$ cat config.mk
export PLATFORM = sky130hd
export DESIGN_NAME = ste_snd_dma
export DESIGN_NICKNAME = d
export VERILOG_FILES = /design/src/rtl/ste_snd_dma.sv
export SDC_FILE = /design/constraint.sdc
export NUM_CORES = 1
export LEC_CHECK = 0
export ABC_AREA = 1
export CORE_ASPECT_RATIO = 0.5
export CORE_MARGIN = 2
export CORE_UTILIZATION = 62
export CTS_CLUSTER_DIAMETER = 50
export DETAILED_ROUTE_END_ITERATION = 8
export GPL_TIMING_DRIVEN = 1
export PLACE_DENSITY = 0.89
export SETUP_SLACK_MARGIN = 0.2
export SLEW_MARGIN = 20
export SYNTH_ARGS = -nofsm -noshare
export SYNTH_HDL_FRONTEND = slang
export SYNTH_SLANG_ARGS = --single-unit
$ cat constraint.sdc
create_clock -name clk32 -period 3.7 [get_ports clk32]
set_input_delay 0.74 -clock clk32 [delete_from_list [all_inputs] [get_ports clk32]]
set_output_delay 0.74 -clock clk32 [all_outputs]
set_load 0.05 [all_outputs]
$ cat src/rtl/ste_snd_dma.sv
// ste_snd_dma: STE DMA sound fetch engine (frame registers, SREQ/SND_SLOT fetch FSM, loop/stop at frame end); SINT frame-end pulse built only with STE_SND_FRAME_IRQ_EN
module ste_snd_dma #(
  parameter int ADDR_W   = 22,
  parameter int LOAD_LEN = 4
) (
  input  logic              clk32,
  input  logic              resb,
  input  logic              CS,
  input  logic [4:0]        A,
  input  logic              RW,
  input  logic [15:0]       DIN,
  output logic [15:0]       DOUT,
  input  logic              SREQ,
  input  logic              SND_SLOT,
  output logic              SLOAD_N,
  output logic [ADDR_W-2:0] SADDR,
  output logic              SACTIVE,
  output logic              SINT
);
  localparam int LW = $clog2(LOAD_LEN + 1);
  typedef enum logic [1:0] {IDLE, WAIT, LOAD} state_t;
  state_t state;
  logic cs_d, play, loop_en, we, frame_end, unused;
  logic [ADDR_W-2:0] start, fend, cnt, wend;
  logic [LW-1:0] lcnt;
  logic [23:0] st_b, en_b, ct_b;
  assign we = ~cs_d & CS & ~RW;
  assign frame_end = (state == WAIT) & play & (cnt == wend);
  assign st_b = 24'({start, 1'b0});
  assign en_b = 24'({fend, 1'b0});
  assign ct_b = 24'({cnt, 1'b0});
  assign unused = &{1'b0, DIN[15:8]};
  always_comb begin
    DOUT = '0;
    if (CS & RW)
      case (A)
        5'd0: DOUT = {14'b0, loop_en, play};
        5'd1: DOUT = {8'b0, st_b[23:16]};
        5'd2: DOUT = {8'b0, st_b[15:8]};
        5'd3: DOUT = {8'b0, st_b[7:0]};
        5'd4: DOUT = {8'b0, ct_b[23:16]};
        5'd5: DOUT = {8'b0, ct_b[15:8]};
        5'd6: DOUT = {8'b0, ct_b[7:0]};
        5'd7: DOUT = {8'b0, en_b[23:16]};
        5'd8: DOUT = {8'b0, en_b[15:8]};
        5'd9: DOUT = {8'b0, en_b[7:0]};
        default: DOUT = '0;
      endcase
  end
  always_ff @(posedge clk32 or negedge resb) begin
    if (!resb) begin
      state   <= IDLE;
      cs_d    <= 1'b0;
      play    <= 1'b0;
      loop_en <= 1'b0;
      start   <= '0;
      fend    <= '0;
      cnt     <= '0;
      wend    <= '0;
      lcnt    <= '0;
      SADDR   <= '0;
      SLOAD_N <= 1'b1;
      SACTIVE <= 1'b0;
    end else begin
      cs_d <= CS;
      case (state)
        IDLE: if (play) begin
          cnt     <= start;
          wend    <= fend;
          SACTIVE <= 1'b1;
          state   <= WAIT;
        end
        WAIT: if (!play) begin
          SACTIVE <= 1'b0;
          state   <= IDLE;
        end else if (frame_end) begin
          if (loop_en) begin
            cnt  <= start;
            wend <= fend;
          end else begin
            play    <= 1'b0;
            SACTIVE <= 1'b0;
            state   <= IDLE;
          end
        end else if (SREQ & SND_SLOT) begin
          SADDR   <= cnt;
          SLOAD_N <= 1'b0;
          lcnt    <= '0;
          state   <= LOAD;
        end
        LOAD: if (lcnt == LW'(LOAD_LEN - 1)) begin
          SLOAD_N <= 1'b1;
          cnt     <= cnt + (ADDR_W-1)'(1);
          state   <= WAIT;
        end else begin
          lcnt <= lcnt + LW'(1);
        end
        default: state <= IDLE;
      endcase
      // CPU writes come last so a control write beats a same-cycle frame-end clear
      if (we)
        case (A)
          5'd0: {loop_en, play} <= DIN[1:0];
          5'd1: start[ADDR_W-2:15] <= DIN[ADDR_W-17:0];
          5'd2: start[14:7] <= DIN[7:0];
          5'd3: start[6:0] <= DIN[7:1];
          5'd7: fend[ADDR_W-2:15] <= DIN[ADDR_W-17:0];
          5'd8: fend[14:7] <= DIN[7:0];
          5'd9: fend[6:0] <= DIN[7:1];
          default: ;
        endcase
    end
  end
`ifdef STE_SND_FRAME_IRQ_EN
  always_ff @(posedge clk32 or negedge resb) begin
    if (!resb) SINT <= 1'b0;
    else SINT <= frame_end;
  end
`else
  assign SINT = 1'b0;
`endif
endmodule

==> git commit body <==
Store results of the implementation flow

* Worst Setup End Kind: output pin
* Number of warnings printed during yosys synthesis: 0
- Element type at the critical path start: input port
- The critical path contains buffers and inverters numbering 3 combined.
- Overall routing resource usage recorded by global route was 0.359.
- Number of max-slew violations in the final report: 0
* Floorplan core area: 9670 sq um
* Gate count of the mapped netlist: 857
* Post-Syn Area per Cell: about 7.3 sq um
- Critical path cell sequence: clkdlybuf4s50_1 -> nor2_2 -> nand2_1 -> nor2_2 -> inv_1 -> nor2_1 -> a221oi_1 -> a21oi_1 -> buf_12
- The clock tree synthesis step divided the H-tree into 4 levels.
- Area fraction in and, or, nand and nor cells after synthesis: 0.333
- Between the synthesized netlist and the finished layout, the area growth was recorded as 19.5%.
- Min Tclk post-route: around 3.4 ns
* Number of gates resized after cts: 0
* Number of warnings in the stage logs: 34
- Cell types with the highest counts after synthesis: 334 x sky130_fd_sc_hd__nand2_1, 114 x sky130_fd_sc_hd__dfrtp_1, 81 x sky130_fd_sc_hd__nand3_1
- After clock tree synthesis, the flow added hold-fix buffers numbering 0.
- Based on the critical path, the design can be clocked at up to 294 MHz.
* DR vias: 6159
- The flow ran to the end, and the final reports show no timing, DRC or antenna violations.
- Entering global routing, the biggest net connects 61 pins.
- CTS tree: built
- Max_slew headroom: 0.478
- Sequential cell area fraction in the yosys report: 0.458
* First-pass GRT wire length: 29100 microns
- Reg power frac: 0.345
- In this run, power in the clock network comes to 1810 uW.
-- how the worst max path moves through the flow --
stage               endpoint  slack, ns  cells past startpoint
floorplan            DOUT[0]       0.62                      7
CTS                  DOUT[2]       0.23                      9
detailed placement   DOUT[2]       0.26                      9
global route         DOUT[2]       0.19                     11
finish               DOUT[4]       0.30                      9
global placement     DOUT[2]       0.31                      9
-- final cells by class --
type | instances | area [sq um] | area share
timing repair buffer | 55 | 613 | 0.0816
clock inverter | 13 | 206 | 0.0275
inverter | 81 | 304 | 0.0405
clock buffer | 19 | 443 | 0.0589
multi-input combinational | 631 | 2900 | 0.386
antenna | 1 | 2.50 | 0.000333
tap | 135 | 169 | 0.0225
sequential | 115 | 2880 | 0.383
Clock network drawn from the DEF:
Scale bar: 50 microns.
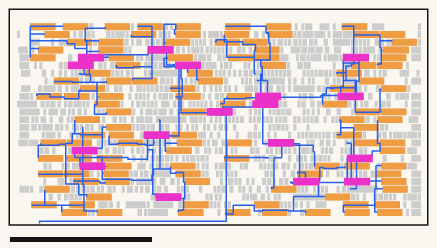
legend:
  flip-flops:
    color: orange
    count: 115
  clock wires:
    color: blue
    length: 1510 microns
  cells driving clock nets:
    color: magenta
    count: 17
flops lie: all over the die

Clock wiring as the flow saved it:
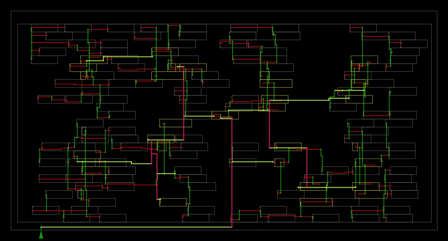
Flops: 115
clock tree sinks: 115

Close-up of the layout:
Region (95, 4) to (125, 34) microns. Cells in gray, sequential cells in the stronger gray; small squares are vias.
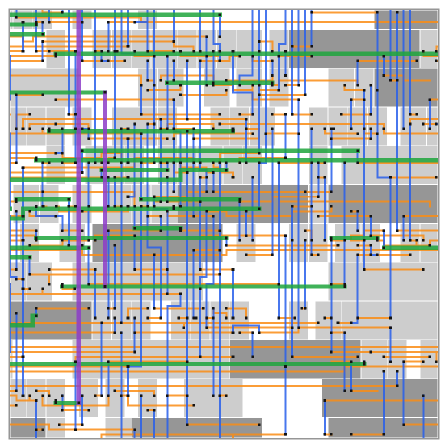
legend:
  met2:
    color: blue
  met3:
    color: green
  met1:
    color: orange
  met4:
    color: purple
netlist names of flops here include: `cnt` (5), `SADDR` (3)
most frequent: nand2_1 (40), nand3_1 (12)
sequential cells in the window: 9
cells with their middle in the window: 97

Power figures rest on the tool's default switching activity, not on a simulated workload.
